===== src/rtl/bcd2bin_pkg.sv =====
// Shared definitions for the BCD-to-binary reverse double-dabble converter:
// FSM state encoding, default sizing and the per-nibble correction constant.
package bcd2bin_pkg;

    typedef enum logic [1:0] {
        IDLE  = 2'd0,
        SHIFT = 2'd1,
        DONE  = 2'd2
    } state_t;

    localparam int DEF_NUM_DIGITS = 3;
    localparam int DEF_BIN_W      = 10;

    // Amount removed from a BCD nibble that reads >= 8 after the right shift
    localparam logic [3:0] SUB3_CORR = 4'd3;

endpackage


===== src/rtl/bcd2bin_dabble_nibble_sub3.sv =====
// Single-digit correction for reverse double dabble: a nibble that reads
// 8 or more right after the shift had a tens carry land in it (worth 8
// instead of 5), so 3 is taken off to restore a valid decimal digit.
module nibble_sub3
    import bcd2bin_pkg::*;
(
    input  logic [3:0] value,
    output logic [3:0] fixed
);

    assign fixed = (value >= 4'd8) ? (value - SUB3_CORR) : value;

endmodule


===== src/rtl/bcd2bin_dabble.sv =====
// Sequential packed-BCD to binary converter using reverse double dabble.
// One shift/correct iteration per clock, BIN_W iterations per conversion.
// Optional build macro BCD2BIN_DIGIT_CHECK_EN: when defined, a start with any
// digit above 9 skips the shift phase and completes next cycle with err=1 and
// bin_out=0. Without it err is constant 0 and digits are not checked.
module bcd2bin_dabble
    import bcd2bin_pkg::*;
#(
    parameter int NUM_DIGITS = DEF_NUM_DIGITS,
    parameter int BIN_W      = DEF_BIN_W
) (
    input  logic                    clk,
    input  logic                    clear,
    input  logic                    start,
    input  logic [4*NUM_DIGITS-1:0] bcd_in,
    output logic [BIN_W-1:0]        bin_out,
    output logic                    busy,
    output logic                    done,
    output logic                    err
);

    localparam int BCD_W = 4 * NUM_DIGITS;
    localparam int CNT_W = $clog2(BIN_W + 1);
    localparam logic [CNT_W-1:0] LAST_ITER = CNT_W'(BIN_W - 1);

    state_t           state;
    logic [BCD_W-1:0] bcd_reg;
    logic [BCD_W-1:0] bcd_shift;
    logic [BCD_W-1:0] bcd_next;
    logic [BIN_W-1:0] bin_reg;
    logic [BIN_W-1:0] bin_next;
    logic [CNT_W-1:0] iter;

    // The pair {bcd_reg, bin_reg} moves right as one word: the BCD LSB drops
    // into the binary MSB, so binary bits emerge LSB first from the top.
    assign bcd_shift = {1'b0, bcd_reg[BCD_W-1:1]};
    assign bin_next  = {bcd_reg[0], bin_reg[BIN_W-1:1]};

    for (genvar d = 0; d < NUM_DIGITS; d++) begin : g_digit
        nibble_sub3 u_sub3 (
            .value (bcd_shift[4*d +: 4]),
            .fixed (bcd_next[4*d +: 4])
        );
    end

`ifdef BCD2BIN_DIGIT_CHECK_EN
    logic err_reg;

    assign err = err_reg;

    function automatic logic has_bad_digit(input logic [BCD_W-1:0] v);
        logic bad;
        bad = 1'b0;
        for (int d = 0; d < NUM_DIGITS; d++) begin
            if (v[4*d +: 4] > 4'd9) bad = 1'b1;
        end
        return bad;
    endfunction
`else
    assign err = 1'b0;
`endif

    // Control FSM with datapath and registered outputs; results and the done
    // pulse are registered on entry to DONE so they are visible together.
    always_ff @(posedge clk) begin
        if (clear) begin
            state   <= IDLE;
            bcd_reg <= '0;
            bin_reg <= '0;
            iter    <= '0;
            bin_out <= '0;
            busy    <= 1'b0;
            done    <= 1'b0;
`ifdef BCD2BIN_DIGIT_CHECK_EN
            err_reg <= 1'b0;
`endif
        end else begin
            case (state)
                IDLE: begin
                    done <= 1'b0;
                    if (start) begin
                        bcd_reg <= bcd_in;
                        bin_reg <= '0;
                        iter    <= '0;
                        busy    <= 1'b1;
`ifdef BCD2BIN_DIGIT_CHECK_EN
                        err_reg <= has_bad_digit(bcd_in);
                        if (has_bad_digit(bcd_in)) begin
                            state   <= DONE;
                            done    <= 1'b1;
                            bin_out <= '0;
                        end else begin
                            state <= SHIFT;
                        end
`else
                        state <= SHIFT;
`endif
                    end
                end
                SHIFT: begin
                    bcd_reg <= bcd_next;
                    bin_reg <= bin_next;
                    iter    <= iter + 1'b1;
                    if (iter == LAST_ITER) begin
                        state   <= DONE;
                        done    <= 1'b1;
                        bin_out <= bin_next;
                    end
                end
                DONE: begin
                    done  <= 1'b0;
                    busy  <= 1'b0;
                    state <= IDLE;
                end
                default: begin
                    state <= IDLE;
                    busy  <= 1'b0;
                    done  <= 1'b0;
                end
            endcase
        end
    end

endmodule


===== config.mk =====
export PLATFORM = sky130hd
export DESIGN_NAME = bcd2bin_dabble
export DESIGN_NICKNAME = d
export VERILOG_FILES = /design/src/rtl/bcd2bin_pkg.sv /design/src/rtl/bcd2bin_dabble_nibble_sub3.sv /design/src/rtl/bcd2bin_dabble.sv
export SDC_FILE = /design/constraint.sdc
export NUM_CORES = 1
export LEC_CHECK = 0
export CAP_MARGIN = 20
export CORE_AREA = 2 2 81 83
export DETAILED_ROUTE_END_ITERATION = 16
export DIE_AREA = 0 0 83 85
export PLACE_DENSITY = 0.61
export SLEW_MARGIN = 20
export SYNTH_ARGS = -nofsm -noshare
export SYNTH_HDL_FRONTEND = slang
export SYNTH_SLANG_ARGS = --single-unit

===== constraint.sdc =====
create_clock -name clk -period 1.4 [get_ports clk]
set_input_delay 0.14 -clock clk [delete_from_list [all_inputs] [get_ports clk]]
set_output_delay 0.14 -clock clk [all_outputs]
set_load 0.02 [all_outputs]

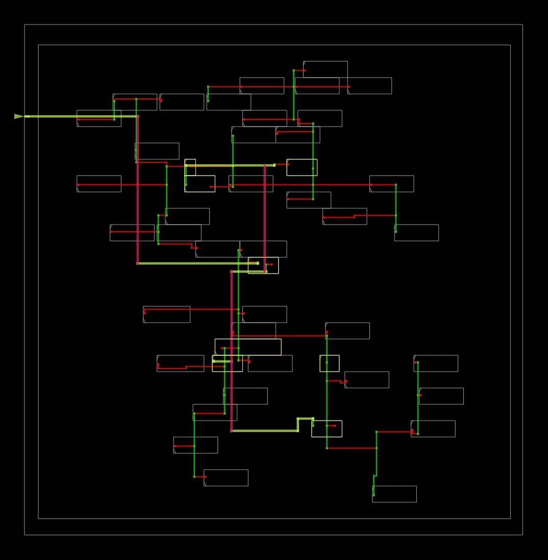
Fig. 1. Clock nets (run 1).
Latency at later pin: 300 ps
worst clock skew: 4.88 ps

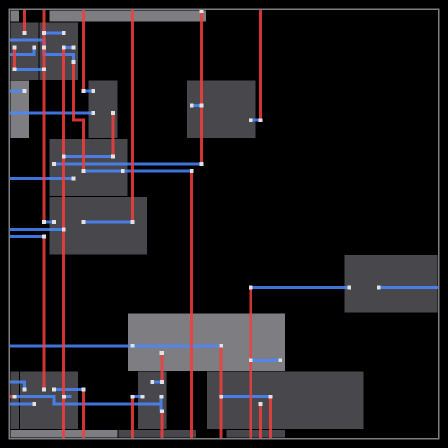
Fig. 2. A small window of the routed layout (run 1).
Window x 52 to 72, y 54 to 74 um. Cells in gray, sequential cells in the stronger gray; small squares are vias.
- blue: M1
- red: M2
- cells with their middle in the window: 11
- most frequent: nor2_1 (3), dlymetal6s2s_1 (2)
- netlist names of flops here include: bin_out (1)
- sequential cells in the window: 1

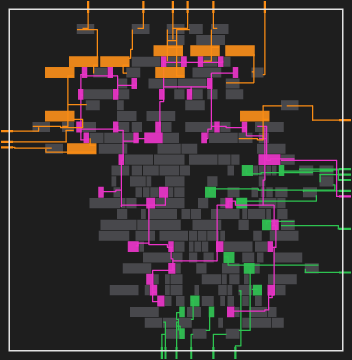
Fig. 3. Nets reached from selected ports (run 1).
(4 px per um)
- magenta: clear (bits 1; direction input; edge right; end cells 39; buffers 3; wire 371 um)
- orange: bin_out (bits 10; direction output; edge 6 top, 3 left, 1 right; end cells 10; buffers 10; wire 258 um)
- green: bcd_in (bits 12; direction input; edge 6 right, 6 bottom; end cells 12; buffers 12; wire 264 um)
boundary pin count: 28
Buffers on Ports: 26

==> metrics.cfg, run 1 <==
[status]
status = finished clean

[placement]
dp_hpwl_mm = 2.62
dp_cells = 308
globalplace.congestion = 0.820

[logic_synthesis]
synth_chip_area_mm2 = 0.00180
synth-edff-count = 0
yosysTopAreaCellShare_pct = 43.3
synthFlopType = dfxtp_1
ys_cells = 204
async_flop_share_pct = 0
postSynthCellCount = 204
ys_ff = 39

[power]
comb_power_share_pct = 13.0
p_int_mw = 1.84
clkPwrFrac_pct = 38.7
pwr-share-seq_pct = 48.3
switching_share_pct = 25.0

[final_timing]
period_needed_ps = 1290
whs_ps = 482
maxSlewViolCount = 0

[worst_setup_path]
end_kind = flip-flop
cp-start-kind = flip-flop
path_class = reg2reg

[clock_tree]
clkTransAtPathRegs_ps = 80
cts_buffer_depth = 2
cts_setup_buffers = 0
cts_sinks = 39

[floorplan]
die_h_um = 85
row_count = 29
chipArea_mm2 = 0.00706
die_w_um = 83

[run]
cap_violations = 0

[global_route]
antenna_found_initial = 0
overflow = 0

[finish]
layout.cells.most_common = nor2_1
largest_register_ffs = 12
diodes = 0
fill_cells = 628

[route]
dr.first_iter.drc_count = 92

run 1: cell families after synthesis:
logic type	synth area share, %
fa+ha+maj	4.16
compound gates	16.6
simple gates	20.3
other cells	0.208
mux	6.18
buf+inv	7.36
xor+xnor	1.94
flops	43.3
run 1: path summary, 6_finish.rpt:
path	slack, ps	from	to
setup / recovery	110	iter[1]	bin_out[6]
hold / removal	480	bcd_in[6]	bcd_reg[6]
setup reg to reg	110	iter[1]	bin_out[6]
hold reg to reg	500	bin_out[5]	bin_out[5]
run 1: cells in the mapped netlist, drive strengths merged (2+ instances only):
cell type	count
dfxtp	39
xnor2	2
clkbuf	2
a221oi	2
nand3	3
o211ai	4
a21oi	14
a2bb2oi	3
xor2	2
a211oi	2
nor2b	3
inv	7
a22oi	12
ha	6
a31oi	3
mux2i	10
buf	14
nand3b	3
nor3	8
nor2	45
nand2	6
nand2b	6
run 1: timing repair:
action	CTS	global route
endpoints found under the setup margin	2	15
gates resized	2	20
gates cloned	0	0
pin swaps	0	2
run 1: area by class of cell:
type,count,share of cell area [%]
multi-input combinational,142,38.1
sequential,39,32.9
timing repair buffer,43,19.1
tap,77,4.04
clock buffer,5,2.89
clock inverter,3,1.84
inverter,7,1.10
run 1: power by group through the flow:
| stage | combinational [mW] | sequential [mW] | clock (mW) |
|---|---|---|---|
| 3_5_place_dp | 0.315 | 1.21 | 0 |
| 6_report | 0.320 | 1.19 | 0.953 |
| 2_1_floorplan | 0.203 | 1.20 | 0 |
| 4_1_cts | 0.318 | 1.19 | 0.968 |
| 3_3_place_gp | 0.311 | 1.21 | 0 |
| 5_1_grt | 0.356 | 1.19 | 1.01 |
run 1: worst max-delay path: stages (launching register included):
cell	delay (ps)
dfxtp_2	330
inv_2	50
ha_4	130
nand2_4	60
nor3_4	200
buf_6	160
mux2i_1	200
nor2_1	60
run 1: metrics by stage:
| stage | utilization, % | setup slack [ps] | power (mW) | TNS, ps | cell area (um2) |
|---|---|---|---|---|---|
| final | 38.4 | 111 | 2.46 | 0 | 2380 |
| after global routing | 38.4 | -1.57 | 2.56 | -1.57 | 2380 |
| after CTS | 37.5 | 0.158 | 2.47 | 0 | 2330 |
| after detailed placement | 35.8 | -66.9 | 1.53 | -260 | 2220 |
| after global placement | 35.8 | -50.4 | 1.52 | -144 | 2220 |
| after floorplan | - | 106 | 1.41 | 0 | 1800 |
run 1: per-layer routing:
metal	track usage (%)	routed length, um	part of all wire [%]
met2	17.5	1690	44
met3	3.50	144	3.8
met4	4.62	68	1.8
met1	14.8	1920	50
met5	0	0	0
==> run 1 -> run 2 <==
--- a/config.mk
+++ b/config.mk
@@ -7,6 +7,7 @@
 export LEC_CHECK = 0
 export CAP_MARGIN = 20
 export CORE_AREA = 2 2 81 83
+export CTS_BUF_LIST = sky130_fd_sc_hd__clkbuf_2 sky130_fd_sc_hd__clkbuf_4 sky130_fd_sc_hd__clkbuf_8
 export DETAILED_ROUTE_END_ITERATION = 16
 export DIE_AREA = 0 0 83 85
 export PLACE_DENSITY = 0.61
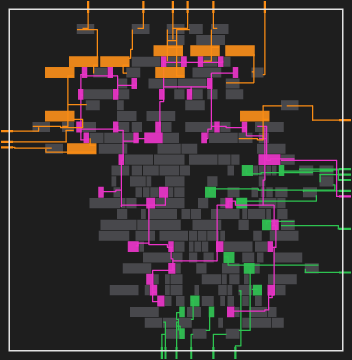
Fig. 4. Nets reached from selected ports (run 2).
(4 px per um)
- green: bcd_in (bits 12; direction input; edge 6 right, 6 bottom; end cells 12; buffers 12; wire 264 um)
- orange: bin_out (bits 10; direction output; edge 6 top, 3 left, 1 right; end cells 10; buffers 10; wire 258 um)
- magenta: clear (bits 1; direction input; edge right; end cells 39; buffers 3; wire 371 um)

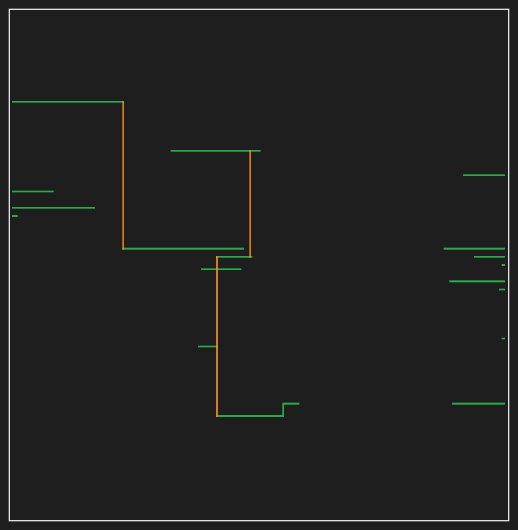
Fig. 5. Routed metal, one color a layer (run 2).
(6 px per um) Only two layers are drawn.
- green: M3 (wire length 145 um)
- orange: M4 (wire length 68.7 um)
Routed wire per std cell: 12.1 um
routed wire length: 3.83 mm

==> metrics.cfg, run 2 <==
[clock_tree]
cts_sinks = 39  ; unchanged
cts_setup_buffers = 0  ; unchanged

[logic_synthesis]
async_flop_share_pct = 0  ; unchanged
postSynthCellCount = 204  ; unchanged
top_cell = nor2_1

[final_timing]
setup_slack_ps = 111  ; unchanged
whs_ps = 482  ; unchanged
period_needed_ps = 1290  ; unchanged

[power]
total_power_mw = 2.46  ; unchanged

[status]
status = finished clean

[worst_setup_path]
path_cells = inv_2, ha_4, nand2_4, nor3_4, buf_6, mux2i_1, nor2_1
r2r_start = iter[1]
end_kind = flip-flop
cp_slowest_cell = dfxtp_2

[run]
cap_violations = 0  ; unchanged

[floorplan]
io_pins = 28  ; unchanged
chipArea_mm2 = 0.00706  ; unchanged
die_w_um = 83  ; unchanged
row_count = 29  ; unchanged

[global_route]
antenna_found_initial = 0  ; unchanged

[route]
top_layer = met4

[placement]
place.port_buffers = 26  ; unchanged

[finish]
fill_cells = 628  ; unchanged

==> run 2: cell counts in the layout (fill, tap and decap cells not counted) <==
Identical to the previous run, type by type.
==> run 2: power by group <==
group / internal, mW / leakage [nW] / switching, mW
Combinational: 0.166 / 0.697 / 0.154
Sequential: 1.15 / 0.318 / 0.0402
Clock: 0.531 / 0.0581 / 0.422
==> run 2: path summary, 6_finish.rpt <==
check	end	slack, ps
setup / recovery	bin_out[6]	110
hold reg to reg	bin_out[5]	500
hold / removal	bcd_reg[6]	480
setup reg to reg	bin_out[6]	110
==> run 2: worst max-delay path: cells and delay by family (launching register included) <==
kind	cells	cell delay (ps)
flip-flops	1	330
AND/OR/NAND/NOR	3	320
buffers and inverters	2	210
multiplexers	1	200
adder cells (fa/ha/maj)	1	130
==> run 2: area by class of cell <==
cell class	count	area, um2	area share, %
clock buffer	5	68.8	2.89
clock inverter	3	43.8	1.84
inverter	7	26.3	1.10
multi-input combinational	142	910	38.1
sequential	39	785	32.9
tap	77	96.3	4.04
timing repair buffer	43	455	19.1
==> run 2: logic make-up after synthesis <==
kind of cell,after synthesis,share of synthesized area (%)
xor+xnor,4,1.94
flops,39,43.3
simple gates,77,20.3
compound gates,43,16.6
mux,11,6.18
other cells,1,0.208
fa+ha+maj,6,4.16
buf+inv,23,7.36
==> run 2: metrics by stage <==
step | setup TNS [ps] | utilization [%]
floorplan | 0 | -
global placement | -144 | 35.8
finish | 0 | 38.4
CTS | 0 | 37.5
detailed placement | -260 | 35.8
global route | -1.57 | 38.4
==> run 2: per-layer routing <==
layer	GRT usage, %	vias to the layer above
met4	4.62	0
met1	14.8	668
met2	17.5	19
met5	0	-
li1	-	770
met3	3.50	7
==> run 2: repair_timing <==
item                       in CTS  in global routing
pin swaps                       0                  2
setup endpoints to repair       2                 15
gates cloned                    0                  0
gates resized                   2                 20
Power and IR drop assume default switching activity.
